## config.mk

```make
export PLATFORM = sky130hd
export DESIGN_NAME = mem_port_arbiter
export DESIGN_NICKNAME = d
export VERILOG_FILES = /design/src/rtl/mem_port_arbiter.sv
export SDC_FILE = /design/constraint.sdc
export NUM_CORES = 1
export LEC_CHECK = 0
export CORE_MARGIN = 4
export CORE_UTILIZATION = 25
export CTS_BUF_LIST = sky130_fd_sc_hd__clkbuf_4 sky130_fd_sc_hd__clkbuf_8
export CTS_CLUSTER_DIAMETER = 40
export CTS_CLUSTER_SIZE = 12
export DETAILED_ROUTE_END_ITERATION = 6
export PLACE_DENSITY_LB_ADDON = 0.08
export SLEW_MARGIN = 5
export SYNTH_ARGS = -nofsm -noshare
export SYNTH_HDL_FRONTEND = slang
export SYNTH_SLANG_ARGS = --single-unit
```

## constraint.sdc

```tcl
create_clock -name clk -period 2.2 [get_ports clk]
set_clock_uncertainty 0.1 [all_clocks]
set_input_delay 0.66 -clock clk [delete_from_list [all_inputs] [get_ports clk]]
set_output_delay 0.66 -clock clk [all_outputs]
set_load 0.01 [all_outputs]
```

## src/rtl/mem_port_arbiter.sv

```systemverilog
// mem_port_arbiter
// Shares one single-port synchronous memory between the multi-cycle CPU and a
// debug/loader port. One transaction is in flight at a time: the winner's
// request is latched at grant, issued to the memory for exactly one cycle,
// the read latency is waited out, and a one-cycle ack is returned to the
// owner. Requesters hold req until ack, so a slow memory or loader traffic
// simply stalls the CPU rather than corrupting its access.

module mem_port_arbiter #(
  parameter int AW       = 32,  // address width
  parameter int DW       = 32,  // data width
  parameter int MEM_LAT  = 1,   // mem_en cycle to mem_rdata valid, 1..7
  parameter int CPU_PRIO = 1    // 1: CPU always wins, 0: round-robin
) (
  input  logic          clk,
  input  logic          rst,

  // CPU requester
  input  logic          cpu_req,
  input  logic          cpu_we,
  input  logic [AW-1:0] cpu_addr,
  input  logic [DW-1:0] cpu_wdata,
  output logic [DW-1:0] cpu_rdata,
  output logic          cpu_ack,

  // Debug / loader requester
  input  logic          dbg_req,
  input  logic          dbg_we,
  input  logic [AW-1:0] dbg_addr,
  input  logic [DW-1:0] dbg_wdata,
  output logic [DW-1:0] dbg_rdata,
  output logic          dbg_ack,

  // Memory macro side
  output logic          mem_en,
  output logic          mem_we,
  output logic [AW-1:0] mem_addr,
  output logic [DW-1:0] mem_wdata,
  input  logic [DW-1:0] mem_rdata,

  output logic          busy
);

  // ---------------------------------------------------------------------------
  // Configuration check: the wait counter is three bits wide and a latency of
  // zero would have no cycle in which to capture read data.
  // ---------------------------------------------------------------------------
  if (MEM_LAT < 1 || MEM_LAT > 7) begin : g_bad_mem_lat
    $error("mem_port_arbiter: MEM_LAT=%0d is outside the legal range 1..7", MEM_LAT);
  end

  // ---------------------------------------------------------------------------
  // Types and constants
  // ---------------------------------------------------------------------------
  typedef enum logic [1:0] {
    S_IDLE  = 2'd0,  // waiting for a request
    S_ISSUE = 2'd1,  // single-cycle memory strobe
    S_WAIT  = 2'd2,  // read latency countdown, data captured on the last cycle
    S_RESP  = 2'd3   // one-cycle ack to the owner
  } state_e;

  typedef enum logic {
    OWN_CPU = 1'b0,
    OWN_DBG = 1'b1
  } owner_e;

  localparam int            CW       = 3;
  localparam logic [CW-1:0] LAT_LOAD = CW'(MEM_LAT - 1);

  // ---------------------------------------------------------------------------
  // State
  // ---------------------------------------------------------------------------
  state_e          state_q,      state_d;
  owner_e          owner_q,      owner_d;       // requester of the current transaction
  owner_e          last_owner_q, last_owner_d;  // most recent grant, for round-robin
  logic            we_q,         we_d;
  logic [AW-1:0]   addr_q,       addr_d;
  logic [DW-1:0]   wdata_q,      wdata_d;
  logic [CW-1:0]   cnt_q,        cnt_d;
  logic [DW-1:0]   cpu_rdata_q,  cpu_rdata_d;
  logic [DW-1:0]   dbg_rdata_q,  dbg_rdata_d;

  logic            any_req;
  logic            grant_dbg;

  assign any_req = cpu_req | dbg_req;

  // Arbitration: decide which requester would win if a grant happens now.
  always_comb begin
    grant_dbg = 1'b0;
    if (CPU_PRIO != 0) begin
      grant_dbg = !cpu_req;
    end else if (cpu_req && dbg_req) begin
      // On a tie the requester that did not win last time takes its turn.
      grant_dbg = (last_owner_q == OWN_CPU);
    end else begin
      grant_dbg = !cpu_req;
    end
  end

  // Next-state and datapath-register update for the transaction FSM.
  always_comb begin
    // NOTE: every signal written here gets a default first, so no path through
    // the case can leave one unassigned and infer a latch.
    state_d      = state_q;
    owner_d      = owner_q;
    last_owner_d = last_owner_q;
    we_d         = we_q;
    addr_d       = addr_q;
    wdata_d      = wdata_q;
    cnt_d        = cnt_q;
    cpu_rdata_d  = cpu_rdata_q;
    dbg_rdata_d  = dbg_rdata_q;

    case (state_q)
      S_IDLE: begin
        if (any_req) begin
          // Everything the transaction needs is frozen here; the requester may
          // change or drop its inputs afterwards without affecting it.
          state_d = S_ISSUE;
          if (grant_dbg) begin
            owner_d      = OWN_DBG;
            last_owner_d = OWN_DBG;
            we_d         = dbg_we;
            addr_d       = dbg_addr;
            wdata_d      = dbg_wdata;
          end else begin
            owner_d      = OWN_CPU;
            last_owner_d = OWN_CPU;
            we_d         = cpu_we;
            addr_d       = cpu_addr;
            wdata_d      = cpu_wdata;
          end
        end
      end

      S_ISSUE: begin
        if (we_q) begin
          // Writes complete at the memory edge; nothing to wait for.
          state_d = S_RESP;
        end else begin
          cnt_d   = LAT_LOAD;
          state_d = S_WAIT;
        end
      end

      S_WAIT: begin
        if (cnt_q == '0) begin
          // mem_rdata is valid in exactly this cycle.
          if (owner_q == OWN_DBG) begin
            dbg_rdata_d = mem_rdata;
          end else begin
            cpu_rdata_d = mem_rdata;
          end
          state_d = S_RESP;
        end else begin
          cnt_d = cnt_q - 1'b1;
        end
      end

      S_RESP: begin
        state_d = S_IDLE;
      end

      default: begin
        state_d = S_IDLE;
      end
    endcase
  end

  // State register with synchronous reset; an in-flight transaction is dropped.
  always_ff @(posedge clk) begin
    // NOTE: sequential state uses non-blocking assignments so every register
    // samples its _d value from before the edge, independent of statement order.
    if (rst) begin
      state_q      <= S_IDLE;
      owner_q      <= OWN_CPU;
      last_owner_q <= OWN_DBG;
      we_q         <= 1'b0;
      addr_q       <= '0;
      wdata_q      <= '0;
      cnt_q        <= '0;
      cpu_rdata_q  <= '0;
      dbg_rdata_q  <= '0;
    end else begin
      state_q      <= state_d;
      owner_q      <= owner_d;
      last_owner_q <= last_owner_d;
      we_q         <= we_d;
      addr_q       <= addr_d;
      wdata_q      <= wdata_d;
      cnt_q        <= cnt_d;
      cpu_rdata_q  <= cpu_rdata_d;
      dbg_rdata_q  <= dbg_rdata_d;
    end
  end

  // ---------------------------------------------------------------------------
  // Outputs: strobes and acks decode directly from state, so each is high for
  // exactly the one cycle spent in ISSUE or RESP and low out of reset.
  // ---------------------------------------------------------------------------
  assign mem_en    = (state_q == S_ISSUE);
  assign mem_we    = (state_q == S_ISSUE) && we_q;
  assign mem_addr  = addr_q;
  assign mem_wdata = wdata_q;

  assign cpu_ack   = (state_q == S_RESP) && (owner_q == OWN_CPU);
  assign dbg_ack   = (state_q == S_RESP) && (owner_q == OWN_DBG);
  assign cpu_rdata = cpu_rdata_q;
  assign dbg_rdata = dbg_rdata_q;

  assign busy      = (state_q != S_IDLE);

endmodule

```

==> CHANGELOG.md, run 1 <==
### Physical design

- Status: finished, final reports clean
- Placer congestion estimate: 0.7516
- Maximum clock path buffer count: 2
- Post-route cell area: 9458 µm²
- FFs w/ async S/R, synth: 0%
- RSZ-0062 raised after global routing: false
- Synth area leader: dfxtp_1
- R2r startpoint: state_q[0]$_SDFFE_PP0P_
- Drt pass-1 iters: 4
- Pins Over Slew Limit: 0
- #FFs+latches synth: 135
- Bufs and invs on worst path: 1
- Syn Area/Cell: 9.375 µm²
- Critical path cell sequence: clkdlybuf4s50_1
- Slew Limit Headroom: 72.71%
- Worst hold margin: 358.8 ps
- Hold Vio Cnt, Final: 0
- Synth Seq Share: 46.42%
- Clock root cell: clkbuf_8
- Slowest-stage cell, CP: clkdlybuf4s50_1
- Main synth FF type: dfxtp_1
- EDFF count, synth: 0
- CP Launch Type: register
- Vias in the first global route: 5477
==> run 1: what timing repair did <==
action | 4_1_cts | 5_1_grt
gates resized | 19 | 7
hold buffers | 0 | 0
endpoints found under the setup margin | 6 | 7
==> run 1: power breakdown <==
group | switching (W) | leakage (nW) | internal (W)
clock | 0.00107 | 0.196 | 0.000985
combinational | 0.00196 | 2.23 | 0.00200
sequential | 0.000290 | 1.11 | 0.00300
total | 0.00332 | 3.54 | 0.00598
==> run 1: cell type report <==
class | instances | area, µm²
repair buffers | 316 | 3206
multi-input cells | 427 | 2744
well taps | 313 | 391.6
clock buffers | 19 | 261.5
clock inverters | 13 | 131.4
inverters | 5 | 18.77
flip-flops and latches | 135 | 2705
fillers | 2239 | 13320
==> run 1: registers in the layout (all words and copies together) (netlist names) <==
| register | flops |
|---|---|
| cpu_rdata | 32 |
| dbg_rdata | 32 |
| mem_addr | 32 |
| mem_wdata | 32 |
| cnt_q | 3 |
| state_q | 2 |
| owner_q | 1 |
| we_q | 1 |
==> run 1: worst paths after layout <==
| check | to | cells past startpoint | slack (ps) |
|---|---|---|---|
| worst min register to register | cpu_rdata[21]$_SDFFE_PP0P_ | 2 | 360 |
| worst max-delay path | mem_addr[27] | 1 | 80 |
| worst min-delay path | cpu_rdata[21]$_SDFFE_PP0P_ | 2 | 360 |
| worst max register to register | dbg_rdata[30]$_SDFFE_PP0P_ | 6 | 410 |
==> run 1: routing by layer <==
metal	GRT usage, %	up-vias	share of wire (%)
li1	-	2696	-
met1	16.35	2449	41
met2	25.23	179	50
met3	5.363	15	7.6
met4	4.145	0	1.6
met5	0	-	0
==> run 1: metrics by stage <==
stage	total power [W]	util (%)
after floorplan	0.005587	-
after global placement	0.007346	39.82
after detailed placement	0.007422	39.82
after CTS	0.009522	41.52
after global routing	0.009975	41.52
final	0.009308	41.52
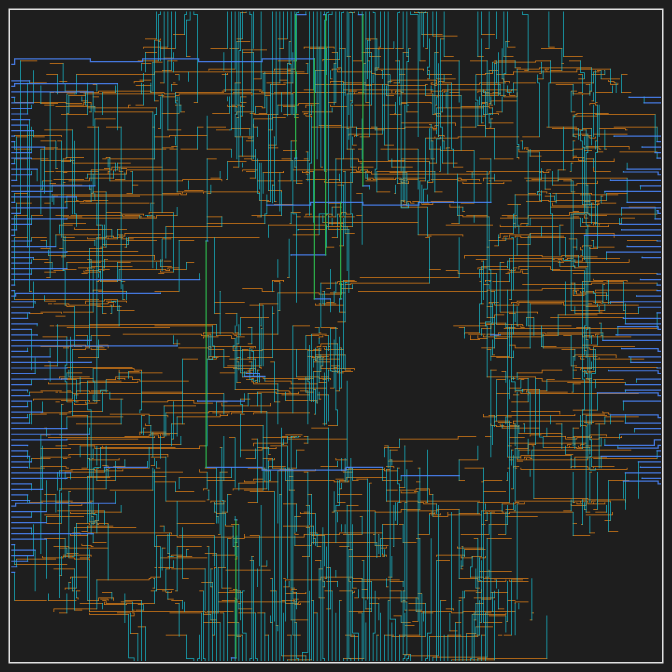
Fig. 1. Signal wires by layer (run 1).
orange -> metal 1  # wire length 7710 µm
blue -> metal 3  # wire length 1450 µm
cyan -> metal 2  # wire length 9570 µm
green -> metal 4  # wire length 309 µm

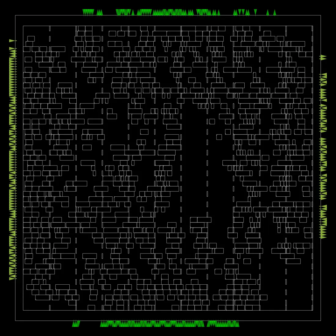
Fig. 2. Cell outlines without signal wires (run 1).
fillers: 2239
core area: 22780 µm²

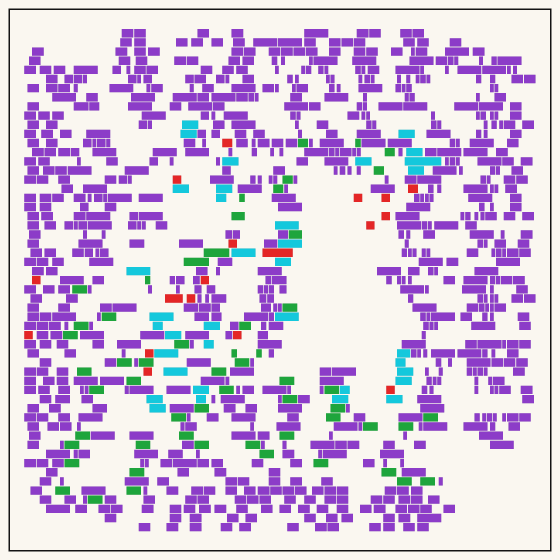
Fig. 3. Drive-strength map (run 1).
purple -> _0 and _1 cells  # cells 806, share 88%, most used clkdlybuf4s50_1
cyan -> _6 and larger  # cells 35, share 3.8%, most used clkbuf_8
red -> _3 and _4 cells  # cells 18, share 2.0%, most used buf_4
green -> _2 cells  # cells 56, share 6.1%, most used a211oi_2
Area Overhead vs Synth: 62.45%
Non-clk bufs: 316

Fig. 4: run 1, nets reached from selected ports
Scale bar: 50 µm.
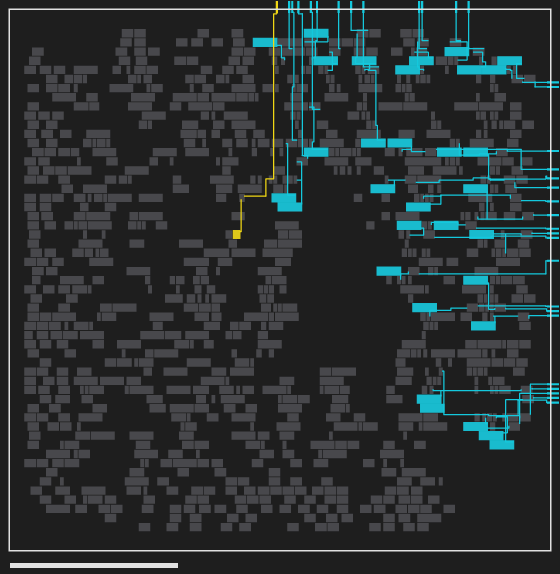

==> run 1 -> run 2 <==
Settings changed: CTS_BUF_LIST sky130_fd_sc_hd__clkbuf_4 sky130_fd_sc_hd__clkbuf_8 to sky130_fd_sc_hd__clkbuf_8 sky130_fd_sc_hd__clkbuf_16.
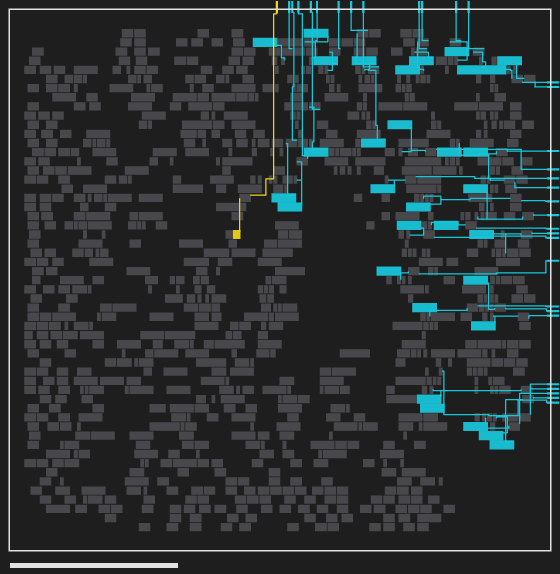
Fig. 5. Nets reached from selected ports (run 2).
Scale bar: 50 µm.
yellow -> cpu_ack  # direction output, edge top, end cells 1, buffers 1, wire 72.2 µm
cyan -> cpu_rdata  # direction output, edge 20 right, 12 top, end cells 32, buffers 32, wire 1030 µm
PortBufs: 298
I/O pins: 299

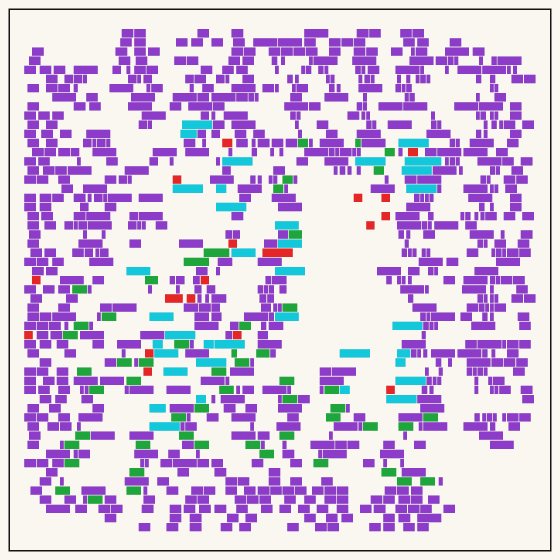
Fig. 6. Drive-strength map (run 2).
green -> _2 cells  # cells 54, share 5.9%, most used a211oi_2
red -> _3 and _4 cells  # cells 18, share 2.0%, most used buf_4
cyan -> _6 and larger  # cells 35, share 3.8%, most used clkbuf_16
purple -> _0 and _1 cells  # cells 808, share 88%, most used clkdlybuf4s50_1
Area Overhead vs Synth: 65.83%
post-route cell area: 9654 µm²
Final WS setup: 73.15 ps

==> run 2 against run 1 <==
Effect of this change: hold slack worse by 2.0 ps; via count barely moved; clock power is 36% higher; critical endpoint is now mem_en; synthesized area stayed put; largest cell class unchanged; sequential power about the same; fmax shrank 0.25%; highest routed layer unchanged.
==> CHANGELOG.md, run 2 <==
### Physical design

- Synth area leader: dfxtp_1
- Main synth FF type: dfxtp_1
- Vias in the first global route: 5543 (+1.2%)
- Slowest-stage cell, CP: dfxtp_2
- #FFs+latches synth: 135 (unchanged)
- Pins Over Slew Limit: 0 (unchanged)
- EDFF count, synth: 0 (unchanged)
- Tot Pwr: 0.01011 W (+8.6%)
- Non-clk bufs: 316 (unchanged)
- Critical path cell sequence: inv_1, ha_1, buf_4, clkdlybuf4s15_2
- Register area: 2705 µm² (unchanged)
- FFs w/ async S/R, synth: 0% (unchanged)
- Final core utilization: 42.38% (+0.86 points)
- Invs w/o clock: 5 (unchanged)
- Clock root cell: clkbuf_16
- Drt pass-1 iters: 4 (unchanged)
- Syn Area/Cell: 9.375 µm² (unchanged)
- Fillers: 2206 (-1.5%)
- Hold Vio Cnt, Final: 0 (unchanged)
- Top cell category: non-clock buffers
- CP Launch Type: register
- Bufs and invs on worst path: 3 (+2)
- Status: finished, final reports clean
## run 2: cell types whose count changed in the layout (fill, tap and decap cells not counted), sizes merged
cell | before | now
clkdlybuf4s50 | 285 | 291
dlymetal6s2s | 5 | 0
clkdlybuf4s15 | 1 | 4
buf | 23 | 21
clkbuf | 20 | 19
dlygate4sd2 | 1 | 0
## run 2: logic make-up after synthesis
kind of cell | after synthesis
simple gates | 211
compound gates | 144
flops | 135
mux | 66
buf+inv | 59
fa+ha+maj | 6
## run 2: final timing paths
| path | depth (start not counted) | end | start |
|---|---|---|---|
| max | 4 | mem_en | state_q[1]$_SDFFE_PP0P_ |
| max reg2reg | 6 | dbg_rdata[16]$_SDFFE_PP0P_ | state_q[0]$_SDFFE_PP0P_ |
| min | 2 | cpu_rdata[21]$_SDFFE_PP0P_ | cpu_rdata[21]$_SDFFE_PP0P_ |
| min reg2reg | 2 | cpu_rdata[21]$_SDFFE_PP0P_ | cpu_rdata[21]$_SDFFE_PP0P_ |
## run 2: routing by layer
layer	GRT usage, %	part of all wire [%]
met1	16.35	40
met2	25.54	50
met3	4.824	7.7
met4	5.201	1.9
met5	0	0
## run 2: power by group
part / leakage, nW / switching, W / internal [W]
Combinational: 2.16 / 0.00197 / 0.00203
Sequential: 1.11 / 0.000291 / 0.00301
Clock: 0.284 / 0.00117 / 0.00165
## run 2: timing repair
| item | 4_1_cts | 5_1_grt |
|---|---|---|
| resized | 15 | 1 |
| pin swaps | 0 | 0 |
| setup endpoints to repair | 5 | 2 |
## run 2: tightest hold or removal path: stages, from the launching register on
cell and delay (ps):
dfxtp_1 310, nand2_1 50, a21oi_1 50
Power figures rest on the tool's default switching activity, not on a simulated workload.
